==> config.mk <==
export PLATFORM = sky130hd
export DESIGN_NAME = parity_button_ctrl
export DESIGN_NICKNAME = d
export VERILOG_FILES = /design/src/rtl/parity_ui_pkg.sv /design/src/rtl/button_debounce.sv /design/src/rtl/parity_button_ctrl.sv
export SDC_FILE = /design/constraint.sdc
export NUM_CORES = 1
export LEC_CHECK = 0
export ABC_AREA = 1
export CORE_AREA = 4 4 93 77
export CTS_BUF_LIST = sky130_fd_sc_hd__clkbuf_8
export DETAILED_ROUTE_END_ITERATION = 7
export DIE_AREA = 0 0 97 81
export PLACE_DENSITY = 0.77
export SLEW_MARGIN = 10
export SYNTH_ARGS = -nofsm -noshare
export SYNTH_HDL_FRONTEND = slang
export SYNTH_SLANG_ARGS = --single-unit
==> constraint.sdc <==
create_clock -name CLK -period 2 [get_ports CLK]
set_clock_uncertainty 0.1 [all_clocks]
set_input_delay 0.4 -clock CLK [delete_from_list [all_inputs] [get_ports CLK]]
set_output_delay 0.4 -clock CLK [all_outputs]
set_load 0.05 [all_outputs]
### Local utilization

Drawn at 3 px/um. The die is cut into 10 by 8 equal tiles; white is low, dark blue is high, 0 to 100% covered.
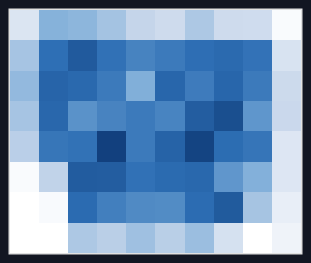
The densest ninth of the die: centre. The mean over all tiles is 51%. The emptiest ninth of the die: south-west. 5.0% of the tiles are nearly empty. The fullest tile reaches 94%.
starting density of the core: 57.9%
core footprint: 6280 um2
final standard cell utilization of the core: 65.3%

### Supply network

Drawn at 4 px/um. Pins as bars on the die edge.
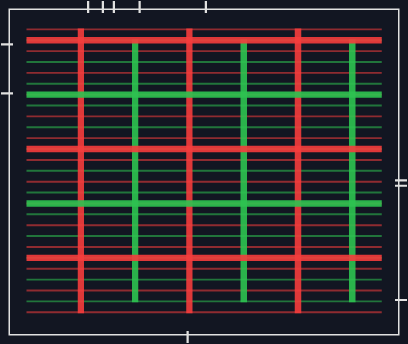
VSS: shown in red. VDD: shown in green.
5 straps on met5. The core has 26 rows. 6 straps on met4.
Worst VDD drop: 0.403 mV
Die W: 97 um
Die H: 81 um

### Clock distribution

Drawn at 6 px/um.
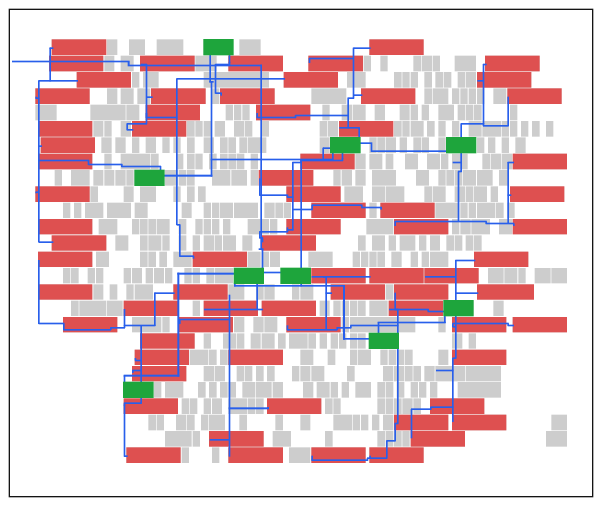
clock wires: shown in blue, length 909 um. clock drivers: shown in green, count 9. flip-flops: shown in red, count 72.
Position of the flops: widely spread. There are 10 routed clock nets.
share of total power in the clock network: 45.9%
clock network latency to the later pin of the worst-skew pair: 350 ps
clk pwr: 1.35 mW

### Routing congestion map

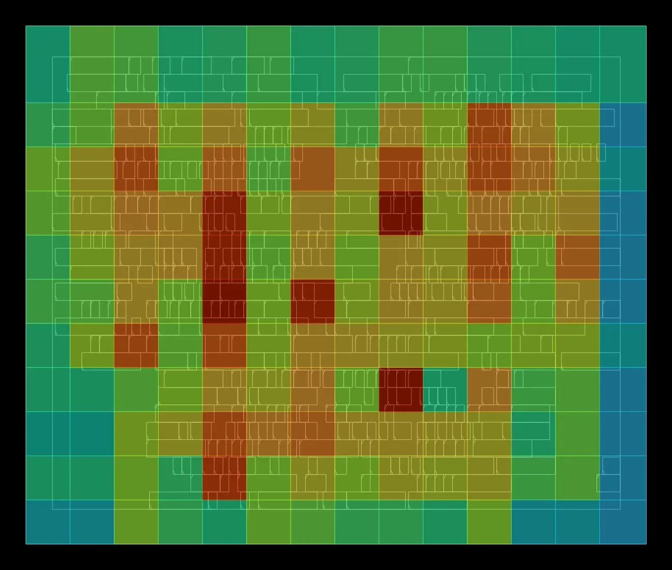
met1 track demand over resource in global routing: 25.3%
Global Route met3 Usage: 5.58%
busiest layer in global routing: met2

==> summary.txt <==
Notes on the physical design

The number of sequential storage elements is 72. In this run, the synthesized area fraction spent on AND-OR/OR-AND gates is recorded as 3.61%. In the final layout, flip-flops and latches take up around 44% of the cell area.

The timing report gives the biggest stage delay along the critical path as 790 ps. Yosys stat counts around 450 cells in the synthesized netlist. The wire length reported by the detailed router is 6.77 mm. The first-pass GRT wire length is 12.2 mm.

In the final report, the number of pins over their slew limit comes to 0. The chip occupies 7860 um2. The time the final worst path needs with I/O delays and setup is 1960 ps. Synthesis handed over a netlist of 445 instances.

Looking at the critical path, the highest net fanout was 1. The routed layout reports a DRC error count of 0. The via count of the first global-routing pass is 2758.

The proportion of cell area occupied by multi-input gates is 40.6%. The cell taking the most area after synthesis is dfrtp_1. The number of well taps is 84. The final global-route overflow total is 0.

The sort of element at the start of the critical path is a flop. The area share of the largest cell type after synthesis is about half. Nets still carrying antenna violations after routing amount to 0.

The arrival time at the worst endpoint is ~1500 ps. Per the placement report, the placed cell count is around 540. The cell area after synthesis is ~3600 um2. The run finished with clean final reports. Each instance of the synthesized netlist takes up on average between 8 and 9 um2. The transition time at the pin with the least slew margin is 496 ps. The sequential cells in the finished layout cover a total of 1800 um2. The synthesis run identifies the leading combinational cell family as simple AND/OR/NAND/NOR gates. Compared with the post-synthesis result, the final layout area differs by 12.7%. The final antenna diode tally reported by the flow is 0. The sum of internal, switching and leakage power is 2.93 mW. Hold-check failures listed in the final report amount to 0. The yosys synthesis warning count is 0. The gate family responsible for the most delay along the worst path is buffers and inverters.
routing by layer:
layer / vias to the layer above / share of wire [%] / wire length, um / GRT usage [%]
met4: 0 / 1.5 / 102 / 7.43
met1: 1325 / 48 / 3270 / 25.3
met3: 13 / 4.7 / 317 / 5.58
met2: 52 / 45 / 3080 / 31.4
met5: - / 0 / 0 / 0
li1: 1445 / - / - / -
synth_stat cells:
cell	instances
inv_1	39
nand2_1	78
nand3b_1	6
nor3_1	8
o21ai_0	9
nand2_2	12
buf_2	1
nand3_1	33
nand4_1	7
ha_1	3
dfrtp_1	71
xor2_2	3
dfstp_2	1
xor2_1	19
o21ai_1	2
xnor2_1	3
nand3_2	1
o21bai_1	2
nor3b_1	3
nor2_4	5
nor2_2	13
or2_2	1
and2_0	2
a21oi_1	11
inv_2	5
nor2_1	104
and2_1	2
a31oi_1	1
worst register-to-register path: cells and delay by family, from the launching register on:
kind	cells	cell delay (ps)
fa+ha+maj	1	210
flops	1	390
simple gates	5	750
cell usage in the layout, fill, tap and decap left out, types with 4 or more instances in the layout:
| master | count |
|---|---|
| nor2_1 | 104 |
| nand2_1 | 78 |
| dfrtp_1 | 71 |
| inv_1 | 39 |
| nand3_1 | 33 |
| xor2_1 | 19 |
| nor2_2 | 13 |
| nand2_2 | 12 |
| clkbuf_8 | 12 |
| a21oi_1 | 11 |
| o21ai_0 | 9 |
| nor3_1 | 8 |
| nand4_1 | 7 |
| nand3b_1 | 6 |
| inv_2 | 5 |
| nor2_4 | 5 |
| buf_4 | 5 |
| clkdlybuf4s50_1 | 4 |
timing repair:
item	CTS	global route
hold endpoints to repair	22	0
endpoints found under the setup margin	0	1
gates resized	0	1
hold buffers	1	0
power by group:
part	switching, mW	internal (mW)
sequential	0.0171	1.48
combinational	0.0654	0.0298
clock	0.543	0.804
Power and IR drop assume default switching activity.
